Fig. 1: run 1, placement by cell class
Scale: 1.5 px per µm.
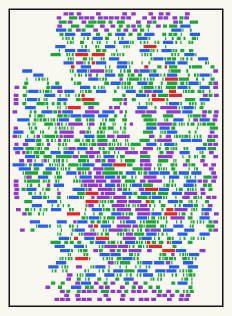
Fig. 2: run 1, the clock network
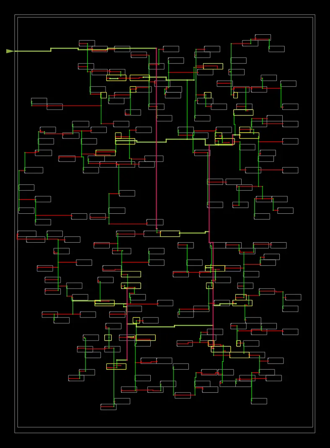
Fig. 3: run 1, routed clock nets over the placement
Scale: 2 px per µm.
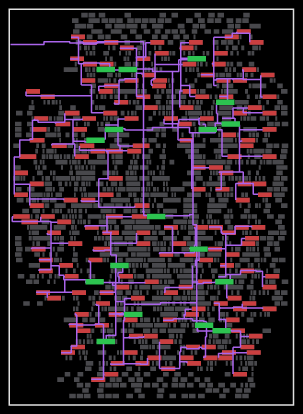
==> config.mk <==
export PLATFORM = sky130hd
export DESIGN_NAME = grid_frame_scanner
export DESIGN_NICKNAME = d
export VERILOG_FILES = /design/src/rtl/grid_frame_scanner.sv
export SDC_FILE = /design/constraint.sdc
export NUM_CORES = 1
export LEC_CHECK = 0
export ABC_AREA = 1
export CAP_MARGIN = 20
export CORE_ASPECT_RATIO = 1.4
export CORE_UTILIZATION = 30
export DETAILED_ROUTE_END_ITERATION = 8
export GPL_TIMING_DRIVEN = 0
export PLACE_DENSITY = 0.51
export REMOVE_ABC_BUFFERS = 1
export SYNTH_ARGS = -nofsm -noshare
export SYNTH_HDL_FRONTEND = slang
export SYNTH_SLANG_ARGS = --single-unit
==> constraint.sdc <==
create_clock -name clk -period 1.7 [get_ports clk]
set_input_delay 0.255 -clock clk [delete_from_list [all_inputs] [get_ports clk]]
set_output_delay 0.255 -clock clk [all_outputs]
set_load 0.01 [all_outputs]
==> src/rtl/grid_frame_scanner.sv <==
// grid_frame_scanner
// Paces display frames from a free-running frame counter, snapshots the
// playfield on each accepted frame tick and streams it cell by cell
// (row-major, x fastest) over a valid/ready handshake. draw_finish marks
// the end of each completed frame and opens the game-logic update window.
//
// state | meaning
// ------+-----------------------------------------------------------------
// WAIT  | idle between frames; the next frame tick starts a new stream
// SEND  | presenting snapshot cells; advance on every accepted handshake
// DONE  | one-cycle draw_finish pulse, then back to WAIT
//
// A tick that arrives in SEND or DONE is dropped and flagged in the sticky
// frame_overrun. The in-flight frame is never restarted.
module grid_frame_scanner #(
  parameter int X_SIZE       = 8,
  parameter int Y_SIZE       = 18,
  parameter int FRAME_CYCLES = 833333,
  parameter int CNT_W        = 20
) (
  input  logic                       clk,
  input  logic                       rst,
  input  logic [X_SIZE*Y_SIZE-1:0]   grid_data,
  output logic                       cell_valid,
  input  logic                       cell_ready,
  output logic [2:0]                 cell_x,
  output logic [4:0]                 cell_y,
  output logic                       cell_on,
  output logic                       frame_start,
  output logic                       draw_finish,
  output logic                       frame_overrun
);

  localparam logic [1:0] ST_WAIT = 2'd0;
  localparam logic [1:0] ST_SEND = 2'd1;
  localparam logic [1:0] ST_DONE = 2'd2;

  localparam logic [CNT_W-1:0] CNT_LAST = CNT_W'(FRAME_CYCLES - 1);
  localparam logic [2:0]       X_LAST   = 3'(X_SIZE - 1);
  localparam logic [4:0]       Y_LAST   = 5'(Y_SIZE - 1);

  logic [CNT_W-1:0]         frame_cnt;
  logic                     tick;
  logic [1:0]               state;
  logic [2:0]               x_q;
  logic [4:0]               y_q;
  logic [X_SIZE*Y_SIZE-1:0] snap;
  logic                     start_q;
  logic                     overrun_q;
  logic [7:0]               bit_idx;

  assign tick = (frame_cnt == CNT_LAST);

  // Free-running frame period counter; ignores handshake back-pressure.
  always_ff @(posedge clk) begin
    if (rst) begin
      frame_cnt <= '0;
    end else if (tick) begin
      frame_cnt <= '0;
    end else begin
      frame_cnt <= frame_cnt + CNT_W'(1);
    end
  end

  // Frame sequencer: snapshot on tick in WAIT, walk cells on handshake.
  always_ff @(posedge clk) begin
    if (rst) begin
      state   <= ST_WAIT;
      x_q     <= '0;
      y_q     <= '0;
      snap    <= '0;
      start_q <= 1'b0;
    end else begin
      start_q <= 1'b0;
      case (state)
        ST_WAIT: begin
          if (tick) begin
            state   <= ST_SEND;
            snap    <= grid_data;
            x_q     <= '0;
            y_q     <= '0;
            start_q <= 1'b1;
          end
        end
        ST_SEND: begin
          if (cell_ready) begin
            if (x_q == X_LAST) begin
              x_q <= '0;
              if (y_q == Y_LAST) begin
                y_q   <= '0;
                state <= ST_DONE;
              end else begin
                y_q <= y_q + 5'd1;
              end
            end else begin
              x_q <= x_q + 3'd1;
            end
          end
        end
        ST_DONE: begin
          state <= ST_WAIT;
        end
        default: begin
          state <= ST_WAIT;
        end
      endcase
    end
  end

  // Sticky overrun: any tick that lands outside WAIT is dropped.
  always_ff @(posedge clk) begin
    if (rst) begin
      overrun_q <= 1'b0;
    end else if (tick && (state != ST_WAIT)) begin
      overrun_q <= 1'b1;
    end
  end

  // Row-major bit index; 8 columns per row, so y*8 is a shift (max 143).
  assign bit_idx = {y_q, 3'b000} + {5'b00000, x_q};

  assign cell_valid    = (state == ST_SEND);
  assign draw_finish   = (state == ST_DONE);
  assign cell_x        = x_q;
  assign cell_y        = y_q;
  assign cell_on       = snap[bit_idx];
  assign frame_start   = start_q;
  assign frame_overrun = overrun_q;

endmodule
==> run_results.csv, run 1 <==
group,metric,value,unit
power,power_density,616,nW/µm²
finish,seq-cell-share,25.2,%
yosys,synthDistinctLibCells,27,
finish,seq_area,3560,µm²
run_status,violations,"negative setup slack",
finish,fillers,2534,
finish,mi_logic_area,5800,µm²
die,design.die.area,27900,µm²
finish,dominant_cells,"logic gates",
placed_design,place_area,10000,µm²
cts,hold_buffers,0,
drt,drc,0,
job,warnings,29,
grt,grt_pass1_vias,8182,
worst_setup_path,cp_max_fo,35,
timing,timing.final.max_slew_violations,0,
drt,ant_nets,0,
yosys,yosys-mux-area-fraction,0,%
grt,grt_antenna_before_repair,1,
finish,n_all_inverters,51,
timing,setup_violations,157,
yosys,compound_area_share,20.9,%
cts,cts.sinks,176,
drt,avgViaCountPerCell,5.35,
yosys,edf_count,0,
worst_setup_path,critPathSlowestCell,"dfxtp_4",
run_status,status,"finished with violations",
die,io_pins,160,
yosys,ys_sh_adder,0.921,%
drt,met1_length,15900,µm
yosys,ys_warn_count,0,
timing,layout_setup_ws,-0.672,ns
finish,multi_input_comb_cells,898,
drt,wl_met2,20100,µm
finish,final-clk-cell-share,3.98,%
worst_setup_path,cp-start-kind,"flip-flop",
placed_design,pre_cts_slack,-1.98,ns
timing,rsz0062_at_grt,"true",
die,die_w,141,µm
power,p_total,8700,µW
placed_design,portBuffers,159,
worst_setup_path,cp.arrival,2.12,ns
yosys,topCellsByArea,"dfxtp_1 43%, a21oi_1 11%, nand2_1 8.1%",
timing,period_needed,2.37,ns
worst_setup_path,crit_type,"flip-flop to output pin",
cts,cts_buffers,17,
timing,min_period_over_period,140,%
worst_setup_path,crit_path_max_incr_delay,0.38,ns
drt,vias,9568,
worst_setup_path,cp_top_family,"AND-OR/OR-AND gates",
finish,drive_gt1_share,31.0,%
yosys,yosys_cells,1180,
yosys,yosysTopAreaCell,"dfxtp_1",
yosys,top_area_share,43.2,%
power,vdd_drop_max,0.698,mV
finish,largest_reg_flops,144,
finish,buf_share,23.9,%
yosys,ys.flop_type,"dfxtp_1",
yosys,synth_simple_gate_area_share,27.0,%
placed_design,place_hpwl,16200,µm
yosys,synth_chip_area,8150,µm²
yosys,synthXorXnorAreaFrac,0.537,%
finish,largest_register,"snap",
grt,grt_pass1_wl,49200,µm
finish,nNetsFinal,1562,
hold_path,hold_class,"input port to flip-flop",
cts,h-tree-depth,4,
yosys,async_flop_share,0,%
job,maxCapViolations,0,
finish,mostFrequentLayoutCells,"161 x nand2_1, 161 x nor2_1, 159 x dfxtp_1, 154 x a21oi_1, 148 x clkdlybuf4s50_1",
finish,comb-cell-share,41.1,%
yosys,synth_cells,1180,
Notes on Fig. 1 above:
[purple] remaining buffers and delay cells | cells: 265 | share of their area: 25%
[green] combinational and other logic | cells: 949 | share of their area: 45%
[red] clock drivers and dummy loads | cells: 31 | share of their area: 4.1%
[blue] sequential cells | cells: 176 | share of their area: 26%
core area: 26800 µm²
row cnt: 71
Core Util, Final: 52.6%
Post-Layout Inst Area: 14100 µm²

Notes on Fig. 2 above:
Setup Skew: 0.0116 ns
seq_cells: 176
clk_buf instances: 20

Notes on Fig. 3 above:
[green] clock drivers | count: 17
[purple] clock wires | length: 2420 µm
[red] flip-flops | count: 176
routed clock nets: 18
flops lie: spread over the die
Clock Power Share: 43.9%
clock-net power: 3820 µW
Latency at later pin: 0.45 ns

[run 1: final timing paths]
path,start,depth (start not counted),end,slack (ns)
setup reg to reg,frame_cnt[10]$_SDFF_PP0_,10,snap[113]$_SDFFE_PP0P_,-0.31
setup / recovery,cell_x[0]$_SDFFE_PP0P_,10,cell_on,-0.67
hold reg to reg,snap[142]$_SDFFE_PP0P_,2,snap[142]$_SDFFE_PP0P_,0.46
hold / removal,grid_data[31],3,snap[31]$_SDFFE_PP0P_,0.42
[run 1: layer usage]
metal | GRT usage (%) | vias to the layer above
li1 | - | 4495
met1 | 29.9 | 4616
met2 | 41.5 | 383
met3 | 4.22 | 74
met4 | 9.50 | 0
met5 | 0 | -
[run 1: where the power goes]
part	leakage (µW)	switching, µW	internal, µW
registers	0.00143	11.2	4120
logic	0.00329	314	439
clock network	0.000265	1780	2030
Fig. 4: run 1, port wiring
Scale: 2 px per µm.
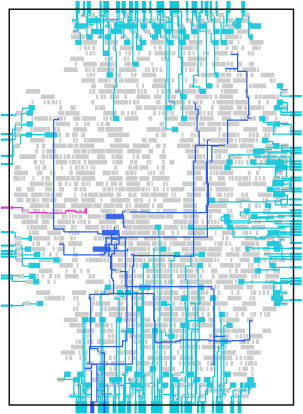

==> inputs of run 2 (changes only) <==
--- a/config.mk
+++ b/config.mk
@@ -13,6 +13,7 @@
 export GPL_TIMING_DRIVEN = 0
 export PLACE_DENSITY = 0.51
 export REMOVE_ABC_BUFFERS = 1
+export SLEW_MARGIN = 40
 export SYNTH_ARGS = -nofsm -noshare
 export SYNTH_HDL_FRONTEND = slang
 export SYNTH_SLANG_ARGS = --single-unit
Fig. 5: run 2, port wiring
Scale: 2 px per µm.
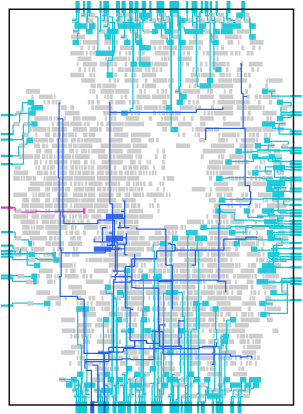
[magenta] cell_ready | bits: 1 | direction: input | end cells: 1 | buffers: 1 | wire: 35.6 µm
[blue] cell_x | bits: 3 | direction: output | end cells: 3 | buffers: 9 | wire: 1410 µm
[cyan] grid_data | bits: 144 | direction: input | end cells: 144 | buffers: 144 | wire: 3830 µm
Ports: 160
port bufs: 159

Fig. 6: run 2, metal 3
Scale: 2 px per µm.
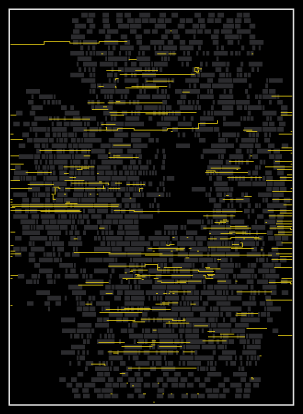
longest straight run: 63.3 µm
share of all routed wire: 5.7%
wire length on this layer: 2180 µm
WL final: 38500 µm
vias: 9542

==> run 2 against run 1 <==
Effect of this change:
- the flow still finishes with violations (negative setup slack)
- cell area rose by 2.8%
- combinational power grew 6.5%
- first-iteration DRC count shrank 17%
- flip-flop count did not move
- cell count is 0.56% higher
- hold slack better by 0.0017 ns
- total power increased by 4.3%
- utilization is 1.5 points higher
- area after synthesis stayed put
- clock power grew 8.4%
- register-to-register slack got worse by 0.07 ns
==> run_results.csv, run 2 <==
group,metric,value,unit
hold_path,hold_end,"snap[75]$_SDFFE_PP0P_",
finish,comb-cell-share,38.9,%
worst_setup_path,cp.arrival,2.17,ns
worst_setup_path,r2r_start,"frame_cnt[15]$_SDFF_PP0_",
yosys,ys_warn_count,0,
finish,fillers,2459,
power,clkPwrFrac,45.7,%
die,design.die.area,27900,µm²
drt,avgViaCountPerCell,5.31,
cts,cts.sinks,176,
yosys,topCellsByArea,"dfxtp_1 43%, a21oi_1 11%, nand2_1 8.1%",
worst_setup_path,r2r_slack,-0.38,ns
worst_setup_path,rr_worst_depth,10,
power,power_frac_comb,8.8,%
power,p_seq,4130,µW
finish,final_core_utilization,54.1,%
finish,nNetsFinal,1571,
worst_setup_path,critical_path_cell_count,14,
worst_setup_path,critPathSlowestCell,"dfxtp_4",
timing,fin_skew,0.0138,ns
finish,buf_share,27.0,%
yosys,synth_cells,1180,
yosys,synthDistinctLibCells,27,
grt,grt_pass1_wl,54900,µm
power,power_leader,"clock",
grt,grt_use_met1,32.6,%
placed_design,pre_cts_slack,-1.69,ns
drt,met1_length,15300,µm
worst_setup_path,endpoint,"cell_on",
yosys,async_flop_share,0,%
power,pg_comb,802,µW
cts,h-tree-depth,4,
drt,drc,0,
grt,gr-usage-met2,46.4,%
run_status,status,"finished with violations",
timing,layout_setup_ws,-0.729,ns
drt,ant_nets,0,
hold_path,worstHoldStart,"grid_data[75]",
power,p_total,9070,µW
cts,worstSkewPairLatency,0.45,ns
power,p_int,6870,µW
worst_setup_path,startpoint,"cell_x[0]$_SDFFE_PP0P_",
worst_setup_path,cp-start-kind,"flip-flop",
yosys,top_area_share,43.2,%
finish,seq-cell-share,24.5,%
grt,grt_pass1_vias,9052,
timing,setup_violations,176,
run_status,violations,"negative setup slack",
die,die_w,141,µm
timing,timing.final.max_slew_violations,0,
worst_setup_path,cp_top_family,"simple AND/OR/NAND/NOR gates",
hold_path,hold_class,"input port to flip-flop",
power,vdd_drop_max,0.697,mV
power,seqPwrFrac,45.5,%
power,p_sw,2200,µW
finish,mi_logic_area,5650,µm²
power,power_density,625,nW/µm²
drt,wl_met2,19100,µm
worst_setup_path,timing.rr.end,"snap[92]$_SDFFE_PP0P_",
finish,dominant_cells,"logic gates",
timing,period_needed,2.43,ns
job,warnings,29,
power,switching_share,24.3,%
worst_setup_path,cp_max_fo,10,
yosys,synth_chip_area,8150,µm²
die,row_count,71,
power,clock_power,4140,µW
grt,grtUsageMet3,4.39,%
finish,seq_cells,176,
hold_path,hold_path_depth,3,
job,maxCapViolations,0,
placed_design,place_hpwl,16800,µm
finish,seq_area,3550,µm²
cts,cts_buffers,17,
finish,n_all_inverters,50,
[run 2: cell types whose count changed in the layout (fill, tap and decap cells not counted), moves of 8 or more]
cell	change
buf_16	+16
a21oi_1	-47
nand3_1	+13
nand2_8	-19
buf_12	+20
clkbuf_16	-15
nand3_2	-13
inv_6	+8
o21ai_2	-9
a21oi_2	+46
o21ai_4	+12
[run 2: logic make-up after synthesis]
| kind of cell | Yosys count | synth area share (%) |
|---|---|---|
| simple gates | 516 | 27.0 |
| compound gates | 340 | 20.9 |
| flops | 176 | 43.2 |
| buf+inv | 137 | 7.47 |
| fa+ha+maj | 6 | 0.921 |
| xor+xnor | 5 | 0.537 |
Fig. 7: run 2, the clock network
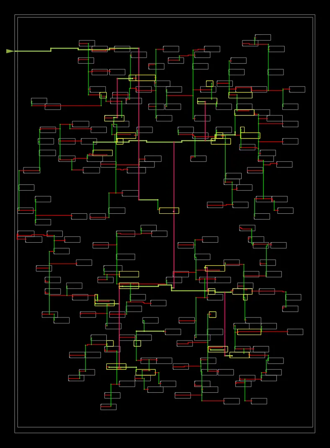

==> inputs of run 3 (changes only) <==
--- a/config.mk
+++ b/config.mk
@@ -9,10 +9,10 @@
 export CAP_MARGIN = 20
 export CORE_ASPECT_RATIO = 1.4
 export CORE_UTILIZATION = 30
+export CTS_CLUSTER_SIZE = 25
 export DETAILED_ROUTE_END_ITERATION = 8
 export GPL_TIMING_DRIVEN = 0
 export PLACE_DENSITY = 0.51
-export REMOVE_ABC_BUFFERS = 1
 export SLEW_MARGIN = 40
 export SYNTH_ARGS = -nofsm -noshare
 export SYNTH_HDL_FRONTEND = slang
Fig. 8: run 3, the clock network
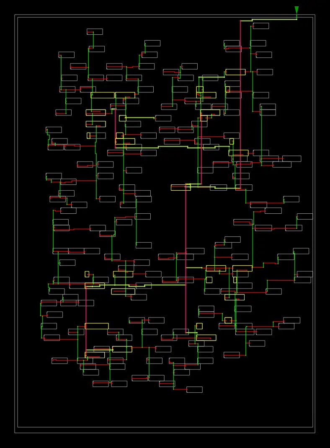
clk_buf instances: 19
CTS Buf Count: 17
clock sink total: 176
clock-net power: 4080 µW

==> run 3 against run 2 <==
Effect of this change:
- the flow still finishes with violations (negative setup slack)
- maximum frequency rose by 1.2%
- largest power group is now registers
- highest routed layer is now met4
- die size did not move
- clock skew barely moved
==> run_results.csv, run 3 <==
group,metric,value,unit
power,power_frac_comb,8.5,%
power,power_leader,"registers",
job,maxCapViolations,0,
run_status,status,"finished with violations",
power,p_int,6870,µW
drt,met1_length,13200,µm
worst_setup_path,startpoint,"cell_x[0]$_SDFFE_PP0P_",
worst_setup_path,cp.arrival,2.14,ns
power,clkPwrFrac,45.5,%
timing,setup_violations,146,
finish,fillers,2560,
worst_setup_path,crit_type,"flip-flop to output pin",
yosys,yosys_cells,1180,
die,die_w,141,µm
power,power_density,616,nW/µm²
grt,grt_pass1_vias,8978,
worst_setup_path,cp_max_fo,7,
finish,nNetsFinal,1599,
timing,rsz0062_at_grt,"true",
drt,vias,9298,
yosys,ys.flop_type,"dfxtp_1",
finish,final-clk-cell-share,4.10,%
yosys,ys_sh_adder,0.921,%
yosys,synth_simple_gate_area_share,27.0,%
yosys,topCellsByArea,"dfxtp_1 43%, a21oi_1 11%, nand2_1 8.1%",
grt,grt_pass1_wl,48800,µm
power,seqPwrFrac,46.0,%
die,io_pins,160,
grt,grt_use_met1,26.3,%
finish,largest_reg_flops,144,
yosys,edf_count,0,
finish,buf_share,26.8,%
drt,drc,0,
placed_design,place_area,10200,µm²
hold_path,hold_path_depth,2,
power,pg_comb,765,µW
worst_setup_path,cp-start-kind,"flip-flop",
drt,routed_wl,33700,µm
yosys,async_flop_share,0,%
worst_setup_path,timing.rr.end,"snap[113]$_SDFFE_PP0P_",
finish,multi_input_comb_cells,870,
worst_setup_path,rr_worst_depth,12,
job,warnings,31,
yosys,synth_chip_area,8150,µm²
yosys,ys_warn_count,0,
run_status,violations,"negative setup slack",
finish,mostFrequentLayoutCells,"156 x nor2_1, 155 x dfxtp_1, 154 x nand2_1, 150 x clkdlybuf4s50_1, 117 x a21oi_2",
timing,timing.final.max_slew_violations,0,
timing,min_period_over_period,141,%
drt,avgViaCountPerCell,5.10,
finish,n_all_inverters,46,
grt,grtUsageMet3,3.98,%
drt,ant_nets,0,
finish,comb-cell-share,40.1,%
finish,seq-cell-share,24.5,%
die,coreArea,26800,µm²
grt,top_usage_layer,"met2",
yosys,yosysTopAreaCell,"dfxtp_1",
power,switching_share,23.4,%
hold_path,hold_class,"input port to flip-flop",
worst_setup_path,endpoint,"cell_on",
yosys,logic_family,"simple AND/OR/NAND/NOR gates",
yosys,compound_area_share,20.9,%
hold_path,hold_end,"frame_overrun$_SDFFE_PP0P_",
worst_setup_path,r2r_start,"frame_cnt[0]$_SDFF_PP0_",
worst_setup_path,r2r_slack,-0.22,ns
timing,layout_setup_ws,-0.699,ns
power,p_sw,2100,µW
die,design.die.area,27900,µm²
finish,largest_register,"snap",
Fig. 9: run 3, routed clock nets over the placement
Scale: 2 px per µm.
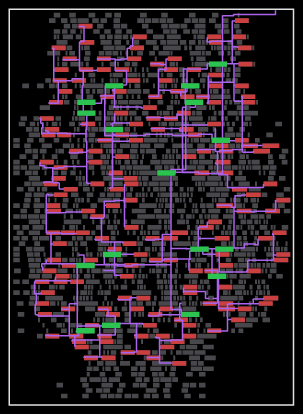
[green] clock drivers | count: 17
[red] flip-flops | count: 176
[purple] clock wires | length: 2330 µm
flops lie: spread over the die
routed clock nets: 18
Setup Skew: 0.0134 ns
Latency at later pin: 0.44 ns

-- run 3: cell counts after synthesis --
No cell type changed its count.
-- run 3: critical path: stages (launching register included) --
cell and delay [ns]:
dfxtp_4 0.45, buf_12 0.18, buf_12 0.14, nand2_2 0.06
nand3_2 0.08, nand3_2 0.08, nand3_2 0.11, nand3_2 0.09
nand3_2 0.08, nand2_1 0.04, nor2_1 0.10, nand2_1 0.08
nand2_2 0.10, buf_6 0.11
-- run 3: timing repair --
action,CTS,global route
gates cloned,30,10
gates resized,514,341
pin swaps,126,133
setup endpoints to repair,185,177
buffers inserted,47,22
-- run 3: through the flow --
step	TNS (ns)	util (%)
2_1_floorplan	-0.0518	-
3_3_place_gp	-77.15	38.0
3_5_place_dp	-77.35	38.0
4_1_cts	-31.10	50.2
5_1_grt	-40.48	54.3
6_report	-20.85	54.3
Power and IR drop assume default switching activity.
